[src/rtl/fetch_unit.sv]
// Instruction-fetch front end: program counter, single-outstanding
// instruction-memory handshake, prefetch buffer feeding decode, and
// branch/jump redirect handling with discard of in-flight responses.
module fetch_unit #(
  parameter int              XLEN         = 32,
  parameter int              IBUF_DEPTH   = 4,
  parameter logic [XLEN-1:0] RESET_VECTOR = '0
) (
  input  logic            clk,
  input  logic            rst,
  output logic            imem_req,
  output logic [XLEN-1:0] imem_addr,
  input  logic            imem_ack,
  input  logic [XLEN-1:0] imem_rdata,
  input  logic            branch_valid,
  input  logic [XLEN-1:0] branch_pc4,
  input  logic [XLEN-1:0] branch_imm,
  input  logic            jump_valid,
  input  logic [XLEN-1:0] jump_pc4,
  input  logic [25:0]     jump_index,
  output logic            if_valid,
  output logic [XLEN-1:0] if_instr,
  output logic [XLEN-1:0] if_pc4,
  input  logic            dec_ready,
  output logic [15:0]     redirect_count
);

  localparam int PTR_W = $clog2(IBUF_DEPTH);
  localparam int CNT_W = PTR_W + 1;
  localparam logic [CNT_W-1:0] DEPTH_C = CNT_W'(IBUF_DEPTH);

  logic [XLEN-1:0]  fetch_pc;
  logic [XLEN-1:0]  req_addr;   // address of the request being dropped
  logic             req_q;
  logic             drop;       // outstanding response belongs to a wrong path

  logic [XLEN-1:0]  buf_instr [IBUF_DEPTH];
  logic [XLEN-1:0]  buf_pc4   [IBUF_DEPTH];
  logic [PTR_W-1:0] rd_ptr;
  logic [PTR_W-1:0] wr_ptr;
  logic [CNT_W-1:0] count;
  logic [CNT_W-1:0] count_next;

  logic             xfer;
  logic             redirect;
  logic             push;
  logic             pop;
  logic [XLEN-1:0]  pc_plus4;
  logic [XLEN-1:0]  branch_target;
  logic [XLEN-1:0]  jump_target;
  logic [XLEN-1:0]  target;

  // Only the upper PC bits take part in the jump target.
  logic unused_jump_low;
  assign unused_jump_low = ^jump_pc4[27:0];

  assign pc_plus4      = fetch_pc + XLEN'(4);
  assign branch_target = branch_pc4 + (branch_imm << 2);
  assign jump_target   = {jump_pc4[XLEN-1:28], jump_index, 2'b00};
  assign target        = jump_valid ? jump_target : branch_target;
  assign redirect      = jump_valid | branch_valid;

  // A transfer with a redirect at the same edge is wrong-path data.
  assign xfer = req_q & imem_ack;
  assign push = xfer & ~drop & ~redirect;
  assign pop  = if_valid & dec_ready & ~redirect;

  assign imem_req  = req_q;
  assign imem_addr = drop ? req_addr : fetch_pc;

  // Empty entries read as zero so the decode side never sees stale words.
  assign if_valid = (count != '0);
  assign if_instr = if_valid ? buf_instr[rd_ptr] : '0;
  assign if_pc4   = if_valid ? buf_pc4[rd_ptr]   : '0;

  // Occupancy after this edge's push/pop; a redirect empties the buffer.
  always_comb begin
    // NOTE: default assignment first so no path through the block infers a latch.
    count_next = count;
    if (redirect) begin
      count_next = '0;
    end else begin
      count_next = count + CNT_W'(push) - CNT_W'(pop);
    end
  end

  // PC, request, drop flag and buffer pointers.
  always_ff @(posedge clk or posedge rst) begin
    if (rst) begin
      fetch_pc <= RESET_VECTOR;
      req_addr <= RESET_VECTOR;
      req_q    <= 1'b0;
      drop     <= 1'b0;
      rd_ptr   <= '0;
      wr_ptr   <= '0;
      count    <= '0;
    end else begin
      // NOTE: non-blocking assignments so every register samples pre-edge values.
      count <= count_next;
      req_q <= (count_next < DEPTH_C);

      // Freeze the presented address once it becomes a dropped request.
      if (!drop) begin
        req_addr <= fetch_pc;
      end

      if (redirect) begin
        fetch_pc <= target;
      end else if (push) begin
        fetch_pc <= pc_plus4;
      end

      if (redirect && req_q && !imem_ack) begin
        drop <= 1'b1;
      end else if (xfer) begin
        drop <= 1'b0;
      end

      if (redirect) begin
        rd_ptr <= '0;
        wr_ptr <= '0;
      end else begin
        if (push) wr_ptr <= wr_ptr + PTR_W'(1);
        if (pop)  rd_ptr <= rd_ptr + PTR_W'(1);
      end
    end
  end

  // Buffer storage; validity is tracked by count alone.
  // NOTE: the data array carries no reset -- count gates every read of it.
  always_ff @(posedge clk) begin
    if (push) begin
      buf_instr[wr_ptr] <= imem_rdata;
      buf_pc4[wr_ptr]   <= pc_plus4;
    end
  end

  // Saturating count of applied redirects.
  always_ff @(posedge clk or posedge rst) begin
    if (rst) begin
      redirect_count <= '0;
    end else if (redirect && redirect_count != 16'hFFFF) begin
      redirect_count <= redirect_count + 16'd1;
    end
  end

endmodule

[config.mk]
export PLATFORM = sky130hd
export DESIGN_NAME = fetch_unit
export DESIGN_NICKNAME = d
export VERILOG_FILES = /design/src/rtl/fetch_unit.sv
export SDC_FILE = /design/constraint.sdc
export NUM_CORES = 1
export LEC_CHECK = 0
export CAP_MARGIN = 20
export CORE_AREA = 2 2 166 209
export DETAILED_ROUTE_END_ITERATION = 16
export DIE_AREA = 0 0 168 211
export PLACE_DENSITY = 0.73
export SLEW_MARGIN = 40
export SYNTH_ARGS = -nofsm -noshare
export SYNTH_HDL_FRONTEND = slang
export SYNTH_SLANG_ARGS = --single-unit
[constraint.sdc]
create_clock -name clk -period 3 [get_ports clk]
set_input_delay 0.6 -clock clk [delete_from_list [all_inputs] [get_ports clk]]
set_output_delay 0.6 -clock clk [all_outputs]
set_load 0.005 [all_outputs]
run_1/final_placement.png
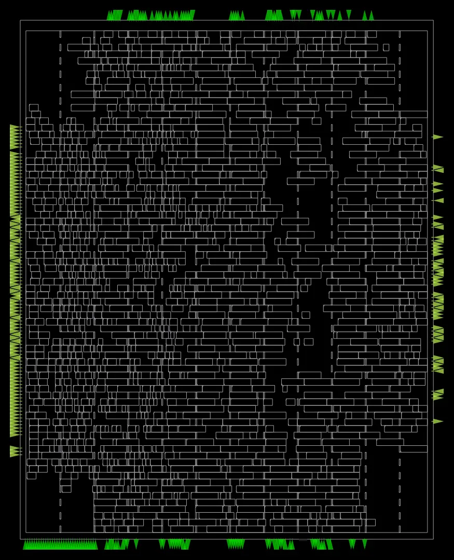
row cnt: 75
final design utilization: 0.6272
Core Footprint: 33310 um2

run_1/cell_classes.png
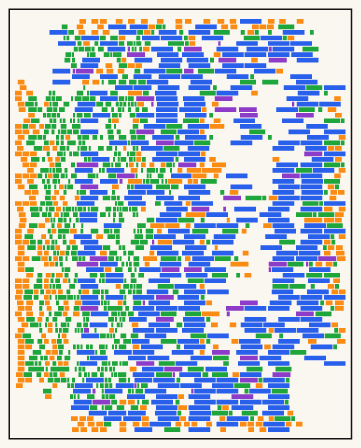
class	color	cells	share of their area
all other logic	green	695	28%
other buffers and delay cells	orange	356	17%
clock drivers and dummy loads	purple	60	5.6%
flip-flops	blue	345	49%
final instance area: 20890 um2
flop share of the area: 0.4748

==> results.py, run 1 <==
# Auto-generated metrics
metrics = {
    "layout": {
        "nNetsFinal": 1631,
        "syn_to_final_growth_pct": 31.86,
        "drive_above_1_share": 0.1992,
        "fin_cells": 1880,
        "mostFrequentLayoutCell": "edfxtp_1",
        "layout_top_cells": "edfxtp_1 (256), clkdlybuf4s50_1 (208), buf_4 (96)",
    },
    "pwr": {
        "power.leakage_nw": 7.952,
        "p_per_area_nw_per_um2": 546.4,
        "power_mw": 11.42,
        "max-vdd-ir-drop_mv": 0.3204,
    },
    "sta": {
        "worst_slack_ns": 0.03042,
        "finalMaxSlewViolations": 0,
        "worst_slew_pin_slew_ns": 0.5641,
        "fmax_mhz": 336.7,
        "final_hold_viol_count": 0,
        "period_used_share": 0.9899,
        "min_period_ns": 2.970,
        "setup_violations": 0,
        "whs_ns": 0.4513,
        "rsz0062_at_grt": "yes",
        "fin_worst_skew_ns": 0.01549,
        "relSlewSlack": 0.6235,
        "fin_tns_setup_ns": 0,
    },
    "synth": {
        "synthCells": 1094,
        "ys.flops": 345,
        "ys_sh_aoi": 0.06009,
        "synth_seq_share": 0.6257,
        "ys_cells": 1094,
        "yosysTopAreaCell": "edfxtp_1",
        "synth.net_count": 1293,
        "fa_ha_area_frac": 0.03174,
        "netlist-cell-type-count": 63,
        "yosys_area_um2": 15850,
        "synthFlopType": "edfxtp_1",
        "synth_area_um2": 15850,
        "mux_share": 0.1170,
        "edf_count": 256,
        "topCellsByArea": "edfxtp_1 (49%), dfrtp_1 (14%), mux4_2 (9.1%)",
        "top_cell_area_share": 0.4852,
        "synth_area_per_cell_um2": 14.48,
        "common_cells": "edfxtp_1 (256), dfrtp_1 (89), and2_1 (66)",
        "synth-async-reset-ratio": 0.2580,
        "yosysWarnings": 0,
        "synthSimpleGateAreaFrac": 0.09081,
        "top_cell": "edfxtp_1",
        "xor_share": 0.05417,
        "top_logic_kind": "multiplexers",
    },
    "place": {
        "dp_cells": 1795,
        "port_buffers": 243,
        "pre_cts_slack_ns": -0.4862,
        "placed_cell_area_um2": 19410,
        "gp_congestion": 0.8553,
        "post-dp-hpwl_um": 23440,
    },
    "worst_setup_path": {
        "worstSetupEndpoint": "if_instr[2]",
        "cpPeakStageDelay_ns": 0.50,
        "timing.rr.end": "fetch_pc[28]",
        "setup.worst_path.end_class": "output pin",
        "cp-start-kind": "flip-flop",
        "path_cells": "buf_4, buf_8, mux4_2, and2_1, clkdlybuf4s50_1",
        "crit_fanout": 6,
        "r2r_start": "fetch_pc[2]",
        "required_ns": 2.40,
        "rrSetupSlack_ns": 0.50,
        "critPathKind": "reg2out",
        "crit_family": "buffers and inverters",
        "crit_cells": 5,
        "crit_buf_inv": 3,
        "cp.arrival_ns": 2.37,
        "ff2ff_path_depth": 8,
        "crit_start": "rd_ptr[0]",
        "slowest_stage": "mux4_2",
    },
    "grt": {
        "grt_antenna_before_repair": 3,
        "grt.total_usage": 0.1944,
        "grt_pass1_wl_um": 53800,
        "gr-total-overflow": 0,
        "grt_max_degree": 67,
        "grt_pass1_vias": 10320,
    },
    "outcome": {
        "status": "finished clean",
    },
    "cts": {
        "clk_latency_ns": 0.51,
        "clockBufferDepth": 3,
        "path_clk_slew_ns": 0.06,
        "holdBufCountCts": 0,
        "clock_sinks": 345,
        "cts_tree": "built",
        "clock-root-buffer": "clkbuf_16",
        "htree_levels": 2,
        "cts_inserted_buffers": 34,
    },
    "detailed_routing": {
        "drtAntennaViolNets": 0,
        "drc": 0,
        "via_per_inst": 5.387,
        "drtPass1Iterations": 6,
        "drt_iter0_markers": 766,
        "routed_wl_um": 35140,
        "routedWlPerCell_um": 18.69,
        "num_vias": 10130,
    },
    "die": {
        "die_area_um2": 35450,
        "io_pins": 274,
        "dieHeight_um": 211,
        "fp-utilization": 0.4756,
        "die_w_um": 168,
    },
    "job": {
        "tool_warnings": 61,
        "maxCapViolCount": 0,
    },
    "hold_path": {
        "min_path_type": "in2async",
    },
}
run_1/registers.png
The bar under the picture is 50 um long.
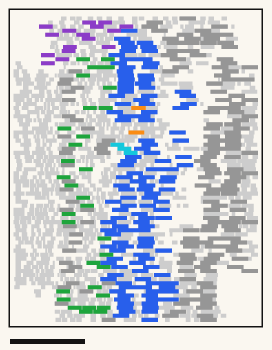
signal	color	sequential cells
req_addr	green	32
redirect_count	purple	16
buf_pc4	blue	128
rd_ptr	orange	2
count	cyan	3
not colored	164
sequential logic power: 5.56 mW
FF/Latch Area: 9920 um2

run 1: report_power, final:
| part | switching, mW | internal (mW) | total, mW |
|---|---|---|---|
| Combinational | 0.692 | 0.871 | 1.56 |
| Sequential | 0.180 | 5.38 | 5.56 |
| Clock | 1.68 | 2.61 | 4.29 |
run 1: worst min path at each step:
stage | start | to | slack, ns
6_report | rst | redirect_count[5] | 0.45
4_1_cts | rst | redirect_count[4] | 0.44
3_5_place_dp | req_addr[13] | req_addr[13] | 0.48
3_3_place_gp | req_addr[16] | req_addr[16] | 0.48
2_1_floorplan | redirect_count[11] | redirect_count[11] | 0.48
5_1_grt | rst | redirect_count[4] | 0.48
run 1: layer usage:
layer	GRT usage	routed length [um]
met1	0.2400	14340
met2	0.3478	18050
met3	0.03991	2109
met4	0.05367	619
met5	0	27
run 1: sequential cells by signal, summed over array words and instances, names as in the netlist:
| signal | count |
|---|---|
| wr_ptr | 2 |
| drop | 1 |
| rd_ptr | 2 |
| count | 3 |
| buf_pc4 | 128 |
| redirect_count | 16 |
| req_addr | 32 |
| fetch_pc | 32 |
| buf_instr | 128 |
| imem_req | 1 |
run 1: kinds of logic (layout without fill, tap and decap cells):
family / after synthesis / count (layout)
mux: 101 / 101
fa+ha+maj: 39 / 39
xor+xnor: 98 / 98
compound gates: 150 / 150
buf+inv: 84 / 446
flops: 345 / 345
simple gates: 277 / 277
other cells: 0 / 1
run 1: what timing repair did:
item                                    CTS  global route
endpoints found under the setup margin   64            47
pin swaps                                 0             2
gates cloned                              0             4
gates resized                            27            34
setup buffers                             1            19
run 1: layout make-up:
cell class	instances	area, um2
fillers	2527	12420
clock buffers	46	969.7
flip-flops and latches	345	9920
diodes	1	2.502
repair buffers	356	3515
clock inverters	14	167.7
well taps	423	529.3
inverters	30	113.9
multi-input cells	665	5677
==> inputs of run 2 (changes only) <==
--- a/config.mk
+++ b/config.mk
@@ -7,7 +7,9 @@
 export LEC_CHECK = 0
 export CAP_MARGIN = 20
-export CORE_AREA = 2 2 166 209
+export CELL_PAD_IN_SITES_DETAIL_PLACEMENT = 1
+export CELL_PAD_IN_SITES_GLOBAL_PLACEMENT = 1
+export CORE_AREA = 2 2 182 228
 export DETAILED_ROUTE_END_ITERATION = 16
-export DIE_AREA = 0 0 168 211
+export DIE_AREA = 0 0 184 230
 export PLACE_DENSITY = 0.73
 export SLEW_MARGIN = 40
==> constraint.sdc (replaced) <==
create_clock -name clk -period 3 [get_ports clk]
set_input_delay 0.6 -clock clk [delete_from_list [all_inputs] [get_ports clk]]
set_output_delay 0.6 -clock clk [all_outputs]
set_load 0.1 [all_outputs]
run_2/met3.png
The bar under the picture is 50 um long.
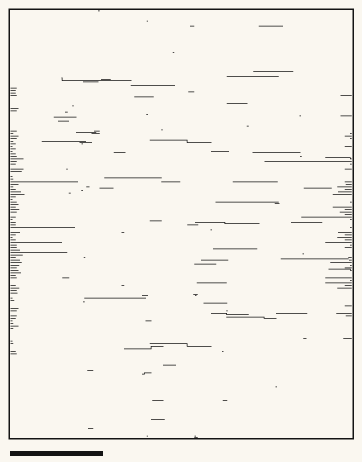
main direction	horizontal
wire length on this layer	1470 um
share of all routed wire	3.7%
nets with wire on the layer	161
longest straight run	46.7 um
routing usage on met3: 0.02407
vias: 10190
Routed WL: 39240 um

==> run 2 against run 1 <==
Effect of this change: global-route usage is 0.28 points lower; combinational power is 79% higher; clock-buffer cell count unchanged.
==> results.py, run 2 <==
# Auto-generated metrics
metrics = {
    "sta": {
        "finalMaxSlewViolations": 0,
        "worst_slack_ns": 0.08858,
        "whs_ns": 0.4606,
        "min_period_ns": 2.911,
        "fin_worst_skew_ns": 0.02159,
        "period_used_share": 0.9705,
        "final_hold_viol_count": 0,
        "worst_slew_pin_slew_ns": 0.5874,
        "setup_violations": 0,
        "fmax_mhz": 343.5,
        "relSlewSlack": 0.6080,
    },
    "layout": {
        "drive_above_1_share": 0.2693,
        "fin_cells": 1952,
        "layout_top_cells": "edfxtp_1 (256), clkdlybuf4s50_1 (128), buf_12 (110)",
        "diodes": 0,
        "nNetsFinal": 1621,
        "top_regs": "buf_instr (128), buf_pc4 (128)",
        "syn_to_final_growth_pct": 37.58,
        "mostFrequentLayoutCell": "edfxtp_1",
    },
    "synth": {
        "netlist-cell-type-count": 63,
        "mux_share": 0.1170,
        "synthFlopType": "edfxtp_1",
        "ys_cells": 1094,
        "edf_count": 256,
        "synth-async-reset-ratio": 0.2580,
        "synth_area_per_cell_um2": 14.48,
        "yosysWarnings": 0,
        "synth_seq_share": 0.6257,
        "synth.net_count": 1293,
        "ys.flops": 345,
        "synthCells": 1094,
        "yosys_area_um2": 15850,
        "xor_share": 0.05417,
        "synthSimpleGateAreaFrac": 0.09081,
        "ys_sh_aoi": 0.06009,
        "common_cells": "edfxtp_1 (256), dfrtp_1 (89), and2_1 (66)",
        "top_cell_area_share": 0.4852,
        "yosysTopAreaCell": "edfxtp_1",
        "fa_ha_area_frac": 0.03174,
        "synth_area_um2": 15850,
        "top_cell": "edfxtp_1",
        "top_logic_kind": "multiplexers",
    },
    "detailed_routing": {
        "drt_iter0_markers": 516,
        "via_per_inst": 5.218,
        "drtAntennaViolNets": 0,
        "top_layer": "met5",
        "routedWlPerCell_um": 20.10,
        "met3_length_um": 1467,
        "wl_met1_um": 16020,
        "drc": 0,
        "routed-wl-met2_um": 20620,
    },
    "worst_setup_path": {
        "cp-start-kind": "input port",
        "critPathKind": "in2reg",
        "crit_fanout": 4,
        "setup.worst_path.end_class": "flip-flop",
        "required_ns": 3.40,
        "cp.arrival_ns": 3.31,
    },
    "pwr": {
        "power_mw": 12.76,
        "p_per_area_nw_per_um2": 585.4,
        "pwr-share-seq": 0.436,
        "max-vdd-ir-drop_mv": 0.3504,
        "power.switching_mw": 3.695,
        "p_int_mw": 9.066,
        "p_sw_frac": 0.2895,
        "power.leakage_nw": 8.074,
        "pwr-share-clk": 0.344,
    },
    "cts": {
        "clock-root-buffer": "clkbuf_16",
        "cts_resized": 0,
        "path_clk_slew_ns": 0.06,
        "cts_tree": "built",
        "htree_levels": 2,
        "clk_latency_ns": 0.52,
        "cts_inserted_buffers": 35,
        "cts_setup_buffers": 0,
        "clock_sinks": 345,
        "holdBufCountCts": 0,
    },
    "die": {
        "row_count": 82,
        "fp-utilization": 0.3960,
        "die_w_um": 184,
        "die_area_um2": 42320,
        "core_um2": 40010,
        "dieHeight_um": 230,
        "io_pins": 274,
    },
    "grt": {
        "grt_pass1_wl_um": 62940,
        "grt_pass1_vias": 11350,
        "grt_max_degree": 67,
        "grt.total_usage": 0.1916,
        "gr-total-overflow": 0,
        "grt_antenna_before_repair": 1,
    },
    "job": {
        "tool_warnings": 60,
    },
    "hold_path": {
        "min_path_type": "in2async",
    },
    "place": {
        "gp_congestion": 0.8263,
        "post-dp-hpwl_um": 28270,
        "port_buffers": 243,
        "dp_cells": 1888,
    },
    "outcome": {
        "status": "finished clean",
    },
}
[run 2: cell counts after synthesis]
No cell type changed its count.
[run 2: cell type report]
cell class,instances,area (um2)
repair buffers,345,4312
clock buffers,46,969.7
multi-input cells,665,5663
inverters,30,113.9
fillers,3903,18210
clock inverters,17,188.9
well taps,504,630.6
flip-flops and latches,345,9922
[run 2: critical path: stages]
cell	delay, ns
clkdlybuf4s50_1	0.41
ha_1	0.22
fa_1	0.39
a21o_1	0.22
a221oi_4	0.29
or4_1	0.17
o211ai_2	0.16
a21oi_4	0.25
buf_4	0.14
o31ai_2	0.07
xnor2_1	0.13
a222oi_1	0.25
[run 2: stage by stage]
step,setup TNS (ns),instance area [um2],util
floorplan,-0.1429,15850,-
global placement,-4.677,20580,0.5144
detailed placement,-5.544,20580,0.5144
CTS,0,21740,0.5434
global route,-0.01605,21800,0.5448
finish,0,21800,0.5448
[run 2: layer usage]
metal,vias to the layer above,track usage
met3,66,0.02407
met2,238,0.3453
met5,-,0
li1,4762,-
met1,5118,0.2385
met4,2,0.06025
[run 2: power by group through the flow]
stage | clock (mW) | sequential, mW | combinational, mW
2_1_floorplan | 0 | 5.93 | 1.43
3_3_place_gp | 0 | 5.65 | 2.75
3_5_place_dp | 0 | 5.66 | 2.80
4_1_cts | 4.52 | 5.57 | 2.81
5_1_grt | 4.68 | 5.60 | 2.96
6_report | 4.39 | 5.57 | 2.80
[run 2: path summary, 6_finish.rpt]
kind	cells after the start	to	from	slack (ns)
worst max-delay path	12	fetch_pc[26]	branch_imm[0]	0.09
worst min register to register	1	redirect_count[11]	redirect_count[11]	0.49
min in group clk	1	redirect_count[11]	redirect_count[11]	0.49
worst max register to register	11	imem_req	count[1]	0.34
max in group asynchronous	3	fetch_pc[0]	rst	1.79
worst min-delay path	2	redirect_count[3]	rst	0.46
==> inputs of run 3 (changes only) <==
- CORE_AREA: 2 2 182 228 -> 2 2 203 205
- CTS_CLUSTER_DIAMETER: unset -> 60
- DIE_AREA: 0 0 184 230 -> 0 0 205 207
run_3/density.png
The die is cut into 20 by 21 equal tiles; white is low, dark blue is high, 0 to 100% covered.
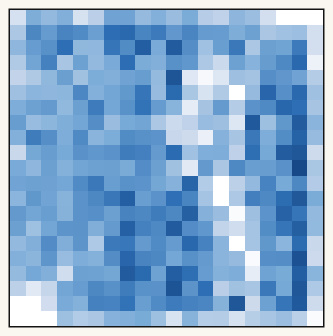
nearly empty tiles	2.9%
mean over tiles	50%
densest ninth of the die	bottom middle
fullest tile	90%
tiles over 75% full	9.8%
final design utilization: 0.5404
Initial Utilization: 0.3925

==> run 3 against run 2 <==
Effect of this change: non-clock buffer count fell by 8; flip-flop count unchanged; setup slack better by 0.026 ns; synthesized cell count is the same; clock power grew 4%; combinational power about the same; area after synthesis did not move; sequential share of layout area about the same; sequential power about the same; final area about the same; final cell count increased by 1.4%; power increased by 1.4%; critical endpoint is now if_pc4[8]; largest cell class unchanged.
==> results.py, run 3 <==
# Auto-generated metrics
metrics = {
    "worst_setup_path": {
        "setup.worst_path.end_class": "output pin",
        "crit_top_cell": "buf_12",
        "crit_family": "flip-flops",
        "slowest_stage": "dfrtp_2",
        "rrSetupSlack_ns": 0.35,
        "cp.arrival_ns": 2.29,
        "cp-start-kind": "flip-flop",
        "required_ns": 2.40,
        "path_cells": "buf_12, mux4_2, and2_1, buf_12",
        "cpPeakStageDelay_ns": 0.68,
        "crit_fanout": 30,
        "critPathKind": "reg2out",
        "crit_buf_inv": 2,
    },
    "synth": {
        "top_logic_kind": "multiplexers",
        "yosysWarnings": 0,
        "synthCells": 1094,
        "synth.net_count": 1293,
        "fa_ha_area_frac": 0.03174,
        "top_cell": "edfxtp_1",
        "synth_seq_share": 0.6257,
        "synth_area_per_cell_um2": 14.48,
        "synth-async-reset-ratio": 0.2580,
        "yosys_area_um2": 15850,
        "topCellsByArea": "edfxtp_1 (49%), dfrtp_1 (14%), mux4_2 (9.1%)",
        "yosysTopAreaCell": "edfxtp_1",
        "ys.flops": 345,
        "synthFlopType": "edfxtp_1",
        "edf_count": 256,
        "synthSimpleGateAreaFrac": 0.09081,
        "synth_area_um2": 15850,
        "ys_cells": 1094,
        "top_cell_area_share": 0.4852,
        "xor_share": 0.05417,
        "mux_share": 0.1170,
        "ys_sh_aoi": 0.06009,
        "netlist-cell-type-count": 63,
        "common_cells": "edfxtp_1 (256), dfrtp_1 (89), and2_1 (66)",
    },
    "detailed_routing": {
        "routed_wl_um": 40590,
        "num_vias": 10240,
        "via_per_inst": 5.175,
        "drt_iter0_markers": 418,
        "drtPass1Iterations": 8,
        "drc": 0,
        "routedWlPerCell_um": 20.51,
        "drtAntennaViolNets": 0,
    },
    "layout": {
        "fin_cells": 1979,
        "nFillCells": 3943,
        "final_cell_area_um2": 21810,
        "syn_to_final_growth_pct": 37.67,
        "mostFrequentLayoutCell": "edfxtp_1",
        "diodes": 0,
        "layout_top_cells": "edfxtp_1 (256), clkdlybuf4s50_1 (128), buf_12 (106)",
        "nNetsFinal": 1617,
        "top_regs": "buf_instr (128), buf_pc4 (128)",
        "drive_above_1_share": 0.2661,
    },
    "sta": {
        "period_used_share": 0.9618,
        "relSlewSlack": 0.5731,
        "finalMaxSlewViolations": 0,
        "rsz0062_at_grt": "yes",
        "setup_violations": 0,
        "fmax_mhz": 346.6,
        "final_hold_viol_count": 0,
        "min_period_ns": 2.885,
        "worst_slew_pin_slew_ns": 0.6403,
        "fin_tns_setup_ns": 0,
        "whs_ns": 0.5087,
        "worst_slack_ns": 0.1145,
        "fin_worst_skew_ns": 0.01797,
    },
    "cts": {
        "clockBufferDepth": 3,
        "cts_tree": "built",
        "cts_setup_buffers": 0,
        "cts_inserted_buffers": 39,
        "clk_latency_ns": 0.54,
        "htree_levels": 2,
        "path_clk_slew_ns": 0.06,
        "clock_sinks": 345,
        "clock-root-buffer": "clkbuf_16",
    },
    "outcome": {
        "status": "finished clean",
    },
    "pwr": {
        "p_comb_frac": 0.217,
        "p_sw_frac": 0.2944,
        "power.leakage_nw": 8.058,
        "p_per_area_nw_per_um2": 593.4,
        "p_int_mw": 9.134,
        "power.switching_mw": 3.811,
        "pwr-share-seq": 0.431,
        "pwr-share-clk": 0.352,
        "power_mw": 12.94,
        "max-vdd-ir-drop_mv": 0.4681,
    },
    "die": {
        "row_count": 74,
        "dieHeight_um": 207,
        "io_pins": 274,
        "core_um2": 40370,
        "die_area_um2": 42440,
        "die_w_um": 205,
    },
    "grt": {
        "grt_max_degree": 67,
        "grt.met3_usage": 0.04594,
        "busiest_layer": "met2",
        "grt.met2_usage": 0.3261,
        "grt.total_usage": 0.1961,
        "gr-total-overflow": 0,
        "grt_antenna_before_repair": 2,
        "use_met1": 0.2613,
        "grt_pass1_vias": 11140,
        "grt_pass1_wl_um": 64540,
    },
    "place": {
        "post-dp-hpwl_um": 28410,
        "dp_cells": 1908,
        "placed_cell_area_um2": 20510,
        "pre_cts_slack_ns": -0.7141,
        "port_buffers": 243,
        "gp_congestion": 0.8378,
    },
    "job": {
        "maxCapViolCount": 0,
        "tool_warnings": 61,
    },
    "hold_path": {
        "min_path_type": "reg2reg",
    },
}
-- run 3: cell counts after synthesis --
No cell type changed its count.
-- run 3: power groups by stage --
stage	sequential, mW	clock, mW	combinational (mW)
floorplan	5.93	0	1.43
global placement	5.66	0	2.75
detailed placement	5.67	0	2.80
CTS	5.58	4.71	2.82
global route	5.61	4.88	2.96
finish	5.58	4.56	2.80
-- run 3: final timing paths --
check / startpoint / to / cells past startpoint
worst max-delay path: rd_ptr[1] / if_pc4[8] / 4
worst min-delay path: redirect_count[14] / redirect_count[14] / 1
worst max register to register: fetch_pc[4] / buf_pc4[0][31] / 5
worst min register to register: redirect_count[14] / redirect_count[14] / 1
max in group asynchronous: rst / fetch_pc[6] / 3
min in group asynchronous: rst / req_addr[29] / 2
-- run 3: cell families (layout without fill, tap and decap cells) --
group	count (synthesis)	in the layout
xor gates and xnor gates	98	98
and+or+nand+nor	277	277
DFF	345	345
buffers and inverters	84	437
muxes	101	101
adders and majority gates	39	39
AOI/OAI and AO/OA	150	150
-- run 3: area by class of cell --
cell class | count | area [um2] | area share
clock buffers | 52 | 1077 | 0.04939
clock inverters | 18 | 147.6 | 0.006768
inverters | 30 | 115.1 | 0.005277
multi-input cells | 665 | 5663 | 0.2596
flip-flops and latches | 345 | 9920 | 0.4547
well taps | 532 | 665.6 | 0.03052
repair buffers | 337 | 4225 | 0.1937
-- run 3: timing repair --
action,in CTS,in global routing
endpoints found under the setup margin,14,30
gates cloned,1,0
hold buffers,0,0
endpoints found under the hold margin,0,0
gates resized,3,11
-- run 3: metal layers --
layer,vias up,share of wire
li1,4755,-
met1,5189,0.43
met2,242,0.50
met3,52,0.052
met4,4,0.016
met5,-,0.00062
Power is estimated from default activity; no workload was simulated.
